**src/rtl/sa_input_feeder_pkg.sv**
```systemverilog
`default_nettype none
// +--------------------------------------------------------------------------+
// | Module      : sa_input_feeder_pkg                                        |
// | Description : Feeder FSM encoding shared by the systolic-array feeder.   |
// | Revision    : 1.0 - initial release                                      |
// +--------------------------------------------------------------------------+
package sa_input_feeder_pkg;

   localparam int FD_IDLE_B     = 0;
   localparam int FD_FEED_B     = 1;
   localparam int FD_HALT_B     = 2;
   localparam int FD_DRAIN_B    = 3;
   localparam int FD_FINI_B     = 4;
   localparam int FD_NUM_STATES = 5;

   typedef enum logic [FD_NUM_STATES-1:0] {
      FD_IDLE  = 5'b00001,
      FD_FEED  = 5'b00010,
      FD_HALT  = 5'b00100,
      FD_DRAIN = 5'b01000,
      FD_FINI  = 5'b10000
   } sa_feeder_state_t;

endpackage
`default_nettype wire

```
**src/rtl/sa_input_feeder_if.sv**
```systemverilog
`default_nettype none
// +--------------------------------------------------------------------------+
// | Module      : sa_input_feeder_if                                         |
// | Description : Control, operand-buffer and array-edge signals of feeder.  |
// | Revision    : 1.0 - initial release                                      |
// +--------------------------------------------------------------------------+
interface sa_input_feeder_if #(
   parameter int ARR_H  = 4,
   parameter int DATA_W = 8,
   parameter int ADDR_W = 10,
   parameter int K_W    = 8
);
   logic                    start;
   logic [ADDR_W-1:0]       base_addr;
   logic [K_W-1:0]          k_len;
   logic                    busy;
   logic                    done;
   logic                    rd_en;
   logic [ADDR_W-1:0]       rd_addr;
   logic [ARR_H*DATA_W-1:0] rd_data;
   logic                    sa_halt;
   logic                    feed_valid;
   logic [ARR_H*DATA_W-1:0] feed_data;

   modport master (
      input  start, base_addr, k_len, rd_data, sa_halt,
      output busy, done, rd_en, rd_addr, feed_valid, feed_data
   );

   modport slave (
      output start, base_addr, k_len, rd_data, sa_halt,
      input  busy, done, rd_en, rd_addr, feed_valid, feed_data
   );
endinterface
`default_nettype wire

```
**src/rtl/sa_input_feeder_skew_line.sv**
```systemverilog
`default_nettype none
// +--------------------------------------------------------------------------+
// | Module      : sa_skew_line                                               |
// | Description : Valid-tagged delay line of DEPTH advance cycles per lane.  |
// | Revision    : 1.0 - initial release                                      |
// +--------------------------------------------------------------------------+
module sa_skew_line #(
   parameter int DEPTH  = 0,
   parameter int DATA_W = 8
) (
   input  wire logic              clk,
   input  wire logic              rst,
   input  wire logic              en,
   input  wire logic              hold,
   input  wire logic              vld_in,
   input  wire logic [DATA_W-1:0] data_in,
   output logic      [DATA_W-1:0] data_out
);
   logic [DATA_W-1:0] w_tap;
   logic [DATA_W-1:0] r_hold;

   generate
      if (DEPTH == 0) begin : g_pass
         assign w_tap = vld_in ? data_in : '0;
      end else begin : g_shift
         logic [DEPTH-1:0]  r_vld;
         logic [DATA_W-1:0] r_dat [DEPTH];

         always_ff @(posedge clk or posedge rst) begin
            if (rst) begin
               r_vld <= '0;
               for (int s = 0; s < DEPTH; s++) r_dat[s] <= '0;
            end else if (en) begin
               r_vld[0] <= vld_in;
               r_dat[0] <= data_in;
               for (int s = 1; s < DEPTH; s++) begin
                  r_vld[s] <= r_vld[s-1];
                  r_dat[s] <= r_dat[s-1];
               end
            end
         end

         assign w_tap = r_vld[DEPTH-1] ? r_dat[DEPTH-1] : '0;
      end
   endgenerate

   // Last advanced value is replayed while the array is halted.
   always_ff @(posedge clk or posedge rst) begin
      if (rst)     r_hold <= '0;
      else if (en) r_hold <= w_tap;
   end

   assign data_out = hold ? r_hold : w_tap;
endmodule
`default_nettype wire

```
**src/rtl/sa_input_feeder.sv**
```systemverilog
`default_nettype none
// +--------------------------------------------------------------------------+
// | Module      : sa_input_feeder                                            |
// | Description : Reads K operand columns and feeds them diagonally skewed.  |
// | Revision    : 1.0 - initial release                                      |
// +--------------------------------------------------------------------------+
module sa_input_feeder
   import sa_input_feeder_pkg::*;
#(
   parameter int ARR_H  = 4,
   parameter int DATA_W = 8,
   parameter int ADDR_W = 10,
   parameter int K_W    = 8
) (
   input  wire logic         clk,
   input  wire logic         rst,
   sa_input_feeder_if.master bus
);
   localparam int c_DRN_W = (ARR_H > 2) ? $clog2(ARR_H - 1) : 1;
   localparam logic [c_DRN_W-1:0] c_DRN_LAST = c_DRN_W'((ARR_H > 1) ? ARR_H - 2 : 0);

   sa_feeder_state_t        r_state, w_state_nxt;
   sa_feeder_state_t        r_saved, w_saved_nxt;
   logic [ADDR_W-1:0]       r_base;
   logic [K_W-1:0]          r_klen;
   logic [K_W-1:0]          r_rd_cnt;
   logic [K_W-1:0]          r_col_cnt;
   logic [c_DRN_W-1:0]      r_drn_cnt;
   logic                    r_rd_pend;
   logic                    r_skid_vld;
   logic [ARR_H*DATA_W-1:0] r_skid;

   logic                    w_feed_eff, w_drain_eff, w_adv, w_halted;
   logic                    w_rd_en, w_in_vld, w_last_col, w_last_drn;
   logic                    w_busy, w_done;
   logic [ARR_H*DATA_W-1:0] w_in_data;
   logic [ARR_H*DATA_W-1:0] w_feed_data;

   // A HALT cycle with sa_halt already released runs as the saved state,
   // so a halt of N cycles costs exactly N cycles.
   assign w_feed_eff  = (r_state == FD_FEED)  || ((r_state == FD_HALT) && (r_saved == FD_FEED));
   assign w_drain_eff = (r_state == FD_DRAIN) || ((r_state == FD_HALT) && (r_saved == FD_DRAIN));
   assign w_adv       = (w_feed_eff || w_drain_eff) && !bus.sa_halt;
   assign w_halted    = (w_feed_eff || w_drain_eff) && bus.sa_halt;
   assign w_rd_en     = w_feed_eff && !bus.sa_halt && (r_rd_cnt < r_klen);
   assign w_in_vld    = r_rd_pend || r_skid_vld;
   assign w_in_data   = r_skid_vld ? r_skid : bus.rd_data;
   assign w_last_col  = w_adv && w_in_vld && (r_col_cnt == r_klen - K_W'(1));
   assign w_last_drn  = w_adv && w_drain_eff && (r_drn_cnt == c_DRN_LAST);

   always_ff @(posedge clk or posedge rst) begin
      if (rst) begin
         r_state <= FD_IDLE;
         r_saved <= FD_IDLE;
      end else begin
         r_state <= w_state_nxt;
         r_saved <= w_saved_nxt;
      end
   end

   always_comb begin
      w_state_nxt = r_state;
      w_saved_nxt = r_saved;
      w_busy      = 1'b1;
      w_done      = 1'b0;
      case (r_state)
         FD_IDLE: begin
            w_busy = 1'b0;
            if (bus.start) w_state_nxt = (bus.k_len == '0) ? FD_FINI : FD_FEED;
         end
         FD_FEED, FD_HALT, FD_DRAIN: begin
            if (bus.sa_halt) begin
               w_state_nxt = FD_HALT;
               w_saved_nxt = w_feed_eff ? FD_FEED : FD_DRAIN;
            end else if (w_feed_eff) begin
               if (w_last_col) w_state_nxt = (ARR_H > 1) ? FD_DRAIN : FD_FINI;
               else            w_state_nxt = FD_FEED;
            end else if (w_last_drn) begin
               w_state_nxt = FD_FINI;
            end else begin
               w_state_nxt = FD_DRAIN;
            end
         end
         FD_FINI: begin
            w_done      = 1'b1;
            w_state_nxt = FD_IDLE;
         end
         default: w_state_nxt = FD_IDLE;
      endcase
   end

   always_ff @(posedge clk or posedge rst) begin
      if (rst) begin
         r_base     <= '0;
         r_klen     <= '0;
         r_rd_cnt   <= '0;
         r_col_cnt  <= '0;
         r_drn_cnt  <= '0;
         r_rd_pend  <= 1'b0;
         r_skid_vld <= 1'b0;
         r_skid     <= '0;
      end else begin
         if ((r_state == FD_IDLE) && bus.start) begin
            r_base    <= bus.base_addr;
            r_klen    <= bus.k_len;
            r_rd_cnt  <= '0;
            r_col_cnt <= '0;
            r_drn_cnt <= '0;
         end
         if (w_rd_en)               r_rd_cnt  <= r_rd_cnt + K_W'(1);
         if (w_adv && w_in_vld)     r_col_cnt <= r_col_cnt + K_W'(1);
         if (w_adv && w_drain_eff)  r_drn_cnt <= r_drn_cnt + c_DRN_W'(1);
         r_rd_pend <= w_rd_en;
         // rd_en only fires on advance cycles, so at most one word is ever parked.
         if (r_rd_pend && !w_adv) begin
            r_skid_vld <= 1'b1;
            r_skid     <= bus.rd_data;
         end else if (w_adv) begin
            r_skid_vld <= 1'b0;
         end
      end
   end

   generate
      for (genvar i = 0; i < ARR_H; i++) begin : g_lane
         sa_skew_line #(
            .DEPTH  (i),
            .DATA_W (DATA_W)
         ) u_line (
            .clk      (clk),
            .rst      (rst),
            .en       (w_adv),
            .hold     (w_halted),
            .vld_in   (w_in_vld),
            .data_in  (w_in_data[i*DATA_W +: DATA_W]),
            .data_out (w_feed_data[i*DATA_W +: DATA_W])
         );
      end
   endgenerate

   assign bus.busy       = w_busy;
   assign bus.done       = w_done;
   assign bus.rd_en      = w_rd_en;
   assign bus.rd_addr    = r_base + ADDR_W'(r_rd_cnt);
   assign bus.feed_valid = w_adv && (w_in_vld || w_drain_eff);
   assign bus.feed_data  = w_feed_data;
endmodule
`default_nettype wire
```
**src/flat_wrapper.sv**
```systemverilog
// flat-port wrapper written by rule: the top's interface ports become plain ports
module sa_input_feeder_flat import sa_input_feeder_pkg::*;
#(
   parameter int ARR_H  = 4,
   parameter int DATA_W = 8,
   parameter int ADDR_W = 10,
   parameter int K_W    = 8
)
  (clk, rst, bus_start, bus_base_addr, bus_k_len, bus_rd_data, bus_sa_halt, bus_busy, bus_done, bus_rd_en, bus_rd_addr, bus_feed_valid, bus_feed_data);
  sa_input_feeder_if #(.ARR_H(ARR_H), .DATA_W(DATA_W), .ADDR_W(ADDR_W), .K_W(K_W)) bus_i ();
  input  wire logic clk;
  input  wire logic rst;
  input wire logic [$bits(bus_i.start)-1:0] bus_start;
  input wire logic [$bits(bus_i.base_addr)-1:0] bus_base_addr;
  input wire logic [$bits(bus_i.k_len)-1:0] bus_k_len;
  input wire logic [$bits(bus_i.rd_data)-1:0] bus_rd_data;
  input wire logic [$bits(bus_i.sa_halt)-1:0] bus_sa_halt;
  output wire logic [$bits(bus_i.busy)-1:0] bus_busy;
  output wire logic [$bits(bus_i.done)-1:0] bus_done;
  output wire logic [$bits(bus_i.rd_en)-1:0] bus_rd_en;
  output wire logic [$bits(bus_i.rd_addr)-1:0] bus_rd_addr;
  output wire logic [$bits(bus_i.feed_valid)-1:0] bus_feed_valid;
  output wire logic [$bits(bus_i.feed_data)-1:0] bus_feed_data;
  assign bus_i.start = bus_start;
  assign bus_i.base_addr = bus_base_addr;
  assign bus_i.k_len = bus_k_len;
  assign bus_i.rd_data = bus_rd_data;
  assign bus_i.sa_halt = bus_sa_halt;
  assign bus_busy = bus_i.busy;
  assign bus_done = bus_i.done;
  assign bus_rd_en = bus_i.rd_en;
  assign bus_rd_addr = bus_i.rd_addr;
  assign bus_feed_valid = bus_i.feed_valid;
  assign bus_feed_data = bus_i.feed_data;
  sa_input_feeder #(.ARR_H(ARR_H), .DATA_W(DATA_W), .ADDR_W(ADDR_W), .K_W(K_W)) u_core (.clk(clk), .rst(rst), .bus(bus_i));
endmodule
```
**config.mk**
```make
export PLATFORM = sky130hd
export DESIGN_NAME = sa_input_feeder_flat
export DESIGN_NICKNAME = d
export VERILOG_FILES = /design/src/rtl/sa_input_feeder_pkg.sv /design/src/rtl/sa_input_feeder_if.sv /design/src/rtl/sa_input_feeder_skew_line.sv /design/src/rtl/sa_input_feeder.sv /design/src/flat_wrapper.sv
export SDC_FILE = /design/constraint.sdc
export NUM_CORES = 1
export LEC_CHECK = 0
export CAP_MARGIN = 5
export CORE_ASPECT_RATIO = 0.8
export CORE_MARGIN = 2
export CORE_UTILIZATION = 53
export CTS_BUF_LIST = sky130_fd_sc_hd__clkbuf_8
export CTS_CLUSTER_SIZE = 8
export DETAILED_ROUTE_END_ITERATION = 8
export GPL_TIMING_DRIVEN = 0
export PLACE_DENSITY = 0.79
export SYNTH_ARGS = -nofsm -noshare
export SYNTH_HDL_FRONTEND = slang
export SYNTH_HIERARCHICAL = 1
export SYNTH_SLANG_ARGS = --single-unit
```
**constraint.sdc**
```tcl
create_clock -name clk -period 2.8 [get_ports clk]
set_input_delay 0.7 -clock clk [delete_from_list [all_inputs] [get_ports clk]]
set_output_delay 0.7 -clock clk [all_outputs]
set_load 0.01 [all_outputs]
```
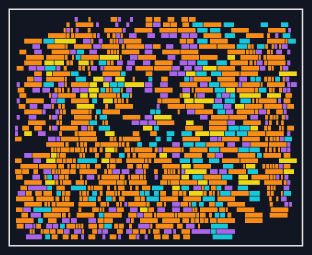
run_1/drive_strength.png
Drawn at 2 px/µm.
Cyan is drive 3 to 4, cells 115, share 12%, most used mux2_4. Orange is drive 1 or less, cells 563, share 61%, most used dfrtp_1. Yellow is drive 6 and up, cells 53, share 5.7%, most used clkbuf_8. Purple is drive 2, cells 193, share 21%, most used mux2_2.

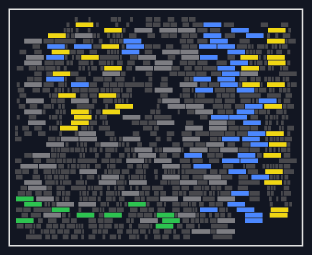
run_1/registers.png
Drawn at 2 px/µm. Other sequential cells in the stronger gray, the rest of the logic in the fainter gray.
Blue is u_core/g_lane.u_line/g_shift.r_dat, flops 48. Yellow is u_core/g_lane.u_line/r_hold, flops 32. Green is u_core/r_base, flops 10.

==> results.ini, run 1 <==
[clock_network]
clock_latency_ns=0.44
cts_tree=done
cts_sinks=164
postCtsHoldBufs=0

[finish]
logic_area_um2=4230
clk_share_pct=4.04
logic_gates=497
largestClassByArea=multi-input combinational cells
drive_gt1_share_pct=39.1
nFillCells=1178

[worst_setup_path]
arrival_ns=2.44
cp-end-kind=output port
rr_worst_depth=10
r2r-start=u_core/r_state[1]
startpoint=u_core/r_base[1]
crit_path_end=bus_rd_addr[9]
critPathKind=flip-flop to output port
crit_path_max_fanout=3
critPathLaunchType=flip-flop

[global_routing]
grt_pass1_vias=6032
top_usage_layer=met2
grtUsageMet2_pct=35.3
use_met1_pct=32.2

[routing]
drt_wl_total_um=19300
drt-initial-drc-count=355
vias=6105
wl_per_cell_um=16.9

[job]
warnings=28

[sta]
hold_viol=0
finalSetupViolCount=39
finClkSkew_ns=0.0117
min_period_ns=3.14
fin_ws_ns=-0.337
fmax_ghz=0.319
maxSlewHeadroom_pct=37.0

[logic_synthesis]
top_cell=dfrtp_1
synth_seq_share_pct=48.1
syn_nets=835
avgSynthCellArea_um2=11.2
syn_inst=761
yosysCellCount=761
edf_count=0

[power]
ir_worst_vdd_v=0.000630
seq_power_share_pct=39.3
p_per_area_nw_per_um2=961
p_leak_nw=5.08
p_sw_share_pct=35.3
p_int_mw=6.74
comb_power_share_pct=42.5

[die]
die_h_um=118
io_pins=100
core_um2=15700

[placement]
gpl.final_weighted_congestion=0.806

[run_status]
status=complete, but fails checks
violations=setup timing

[min_path]
whs_endpoint=u_core/r_skid[4]
min_from=u_core/r_skid[4]

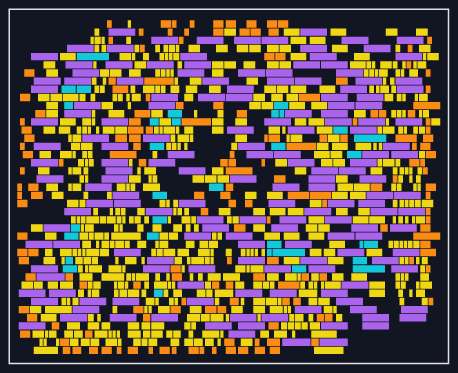
run_1/cell_classes.png
Drawn at 3 px/µm.
Orange is other buffers and delay cells, cells 167, share of their area 15%. Cyan is clock drivers and dummy loads, cells 32, share of their area 4.1%. Purple is flops, cells 164, share of their area 39%. Yellow is all other logic, cells 561, share of their area 42%.

run 1: power by group through the flow:
| stage | clock (mW) | sequential [mW] | combinational (mW) |
|---|---|---|---|
| floorplan | 0 | 3.84 | 3.01 |
| global placement | 0 | 3.98 | 4.03 |
| detailed placement | 0 | 4.04 | 4.16 |
| CTS | 1.93 | 4.00 | 4.22 |
| global route | 2.04 | 4.22 | 4.83 |
| finish | 1.89 | 4.10 | 4.43 |
run 1: flip-flops by register name, indices dropped and copies added (netlist names):
name and cells:
u_core/g_lane.u_line/g_shift.r_dat 48, u_core/g_lane.u_line/g_shift.r_vld 6, u_core/g_lane.u_line/r_hold 32, u_core/r_base 10, u_core/r_col_cnt 8, u_core/r_drn_cnt 2
u_core/r_klen 8, u_core/r_rd_cnt 8, u_core/r_rd_pend 1, u_core/r_saved 3, u_core/r_skid 32, u_core/r_skid_vld 1
u_core/r_state 5
run 1: through the flow:
stage | std cells | power [mW] | TNS [ns] | hold WS [ns] | setup WS, ns
finish | 1140 | 10.4 | -10.06 | 0.495 | -0.337
global route | 1140 | 11.1 | -15.34 | 0.501 | -0.450
CTS | 1132 | 10.2 | -8.46 | 0.498 | -0.353
detailed placement | 1077 | 8.20 | -66.73 | 0.479 | -1.59
global placement | 1075 | 8.01 | -178.54 | 0.468 | -1.56
floorplan | 761 | 6.86 | 0 | 0.459 | 0.108
run 1: kinds of logic after synthesis:
family                     synth area share (%)
AOI/OAI and AO/OA                          8.55
and+or+nand+nor                            10.9
buffers and inverters                      6.58
adders and majority gates                  3.02
muxes                                      20.3
DFF                                        48.1
xor gates and xnor gates                   2.67
run 1: metal layers:
layer	wire length (µm)	vias up	share of wire, %
met1	9190	3046	48
li1	-	2928	-
met2	9340	119	48
met4	154	0	0.80
met5	0	-	0
met3	614	12	3.2
run_1/final_placement.png
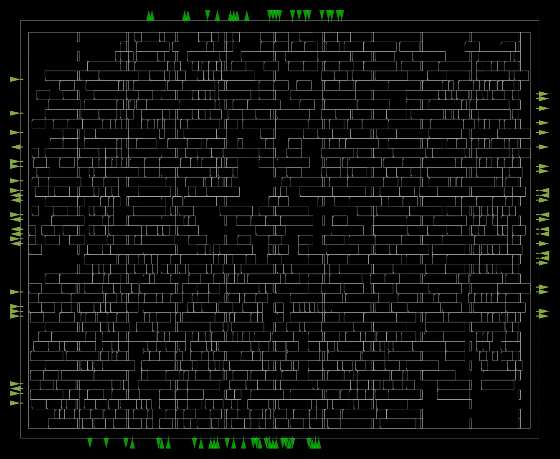

## Run 2: what changed since run 1
ABC_AREA = 1   (was default)
CORE_UTILIZATION = 60   (was 53)
DONT_BUFFER_PORTS = 1   (was default)
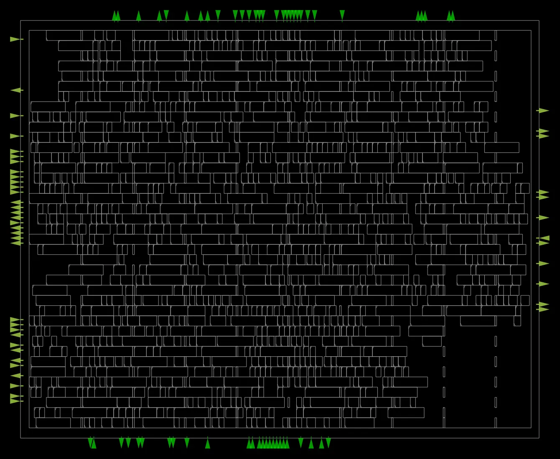
run_2/final_placement.png
Final Non-Filler Cells: 1283
final core occ: 69.1%

==> results.ini, run 2 <==
[run_status]
status=complete, but fails checks
violations=setup timing

[placement]
gpl.final_weighted_congestion=0.873  ; +8.4%
dpl.cell_count=1241  ; +15%
pre_cts_slack_ns=-0.0912  ; +1.50 ns

[routing]
drt_wl_total_um=19200  ; -0.73%
wl_met1_um=8680  ; -5.6%
wl_per_cell_um=14.9  ; -12%
wl_met3_um=1040  ; +69%
top_layer=met4

[finish]
logic_area_um2=4070  ; -4.0%
nFillCells=1162  ; -1.4%
largestRegisters=u_core/g_lane.u_line/g_shift.r_dat x48, u_core/g_lane.u_line/r_hold x32, u_core/r_skid x32
regMostFlops=u_core/g_lane.u_line/g_shift.r_dat
largest_reg_flops=48  ; unchanged

[sta]
whs_ns=0.0841  ; -0.411 ns
maxSlewHeadroom_pct=35.6  ; -1.3 points
fin_ws_ns=-0.0255  ; +0.311 ns
finalSetupViolCount=1  ; -97%
fin_tns_setup_ns=-0.0255  ; +10.04 ns
fmax_ghz=0.354  ; +11%

[logic_synthesis]
synthAoiAreaFrac_pct=8.34  ; -0.21 points
syn_inst=1056  ; +39%
edf_count=0  ; unchanged
synth-xor-area-share_pct=2.43  ; -0.24 points
ys_sh_adder_pct=2.98  ; -0.040 points

[die]
io_pins=100  ; unchanged

[power]
p_sw_share_pct=39.5  ; +4.2 points
comb_power_share_pct=38.0  ; -4.5 points
ir_worst_vdd_v=0.000535  ; -15%
p_int_mw=5.13  ; -24%

[clock_network]
cts_tree=done
clock_latency_ns=0.46  ; +0.02 ns
cts_sinks=164  ; unchanged

[worst_setup_path]
critPathLaunchType=flip-flop
r2r-start=u_core/r_state[4]
arrival_ns=2.13  ; -0.31 ns
rr_worst_depth=13  ; +3

[global_routing]
grt_pass1_vias=6550  ; +8.6%
use_met1_pct=35.4  ; +3.2 points

[job]
warnings=28  ; unchanged

## run 2: timing repair
action | in CTS | in global routing
setup endpoints to repair | 38 | 38
setup buffers | 7 | 7
hold endpoints to repair | 2 | 0
gates resized | 34 | 79
hold buffers | 1 | 0
pin swaps | 9 | 21
## run 2: worst max-delay path by stage
stage / slack, ns / start / end / cells past startpoint
2_1_floorplan: 0.11 / rst / u_core/r_base[0] / 1
3_3_place_gp: -0.71 / rst / u_core/r_state[2] / 1
3_5_place_dp: -0.09 / u_core/r_state[1] / bus_feed_data[21] / 9
4_1_cts: -0.03 / u_core/r_rd_cnt[0] / bus_rd_addr[8] / 7
5_1_grt: -0.13 / u_core/r_rd_cnt[0] / bus_rd_addr[8] / 7
6_report: -0.03 / u_core/r_rd_cnt[0] / bus_rd_addr[8] / 7
## run 2: cells by family after synthesis
family / Yosys count
fa+ha+maj: 20
xor+xnor: 24
compound gates: 115
buf+inv: 138
simple gates: 595
flops: 164
## run 2: worst max-delay path: stages, from the launching register on
cell	delay, ns
dfrtp_2	0.41
ha_4	0.15
inv_2	0.04
fa_2	0.37
o21ai_4	0.20
nand4_1	0.12
o211ai_1	0.12
xor2_1	0.28
## run 2: power by group through the flow
stage / registers (mW) / clock network (mW) / logic, mW
after floorplan: 3.53 / 0 / 2.37
after global placement: 3.62 / 0 / 2.83
after detailed placement: 3.65 / 0 / 2.92
after CTS: 3.62 / 1.61 / 3.05
after global routing: 3.77 / 1.70 / 3.63
final: 3.68 / 1.57 / 3.22
## run 2: layout make-up
type / count / area share (%)
Multi-Input combinational cell: 754 / 41.4
Inverter: 92 / 4.12
Tap cell: 184 / 2.35
Clock inverter: 7 / 0.612
Timing Repair Buffer: 16 / 1.79
Sequential cell: 164 / 41.9
Buffer: 45 / 4.80
Clock buffer: 21 / 2.95
Power figures rest on the tool's default switching activity, not on a simulated workload.
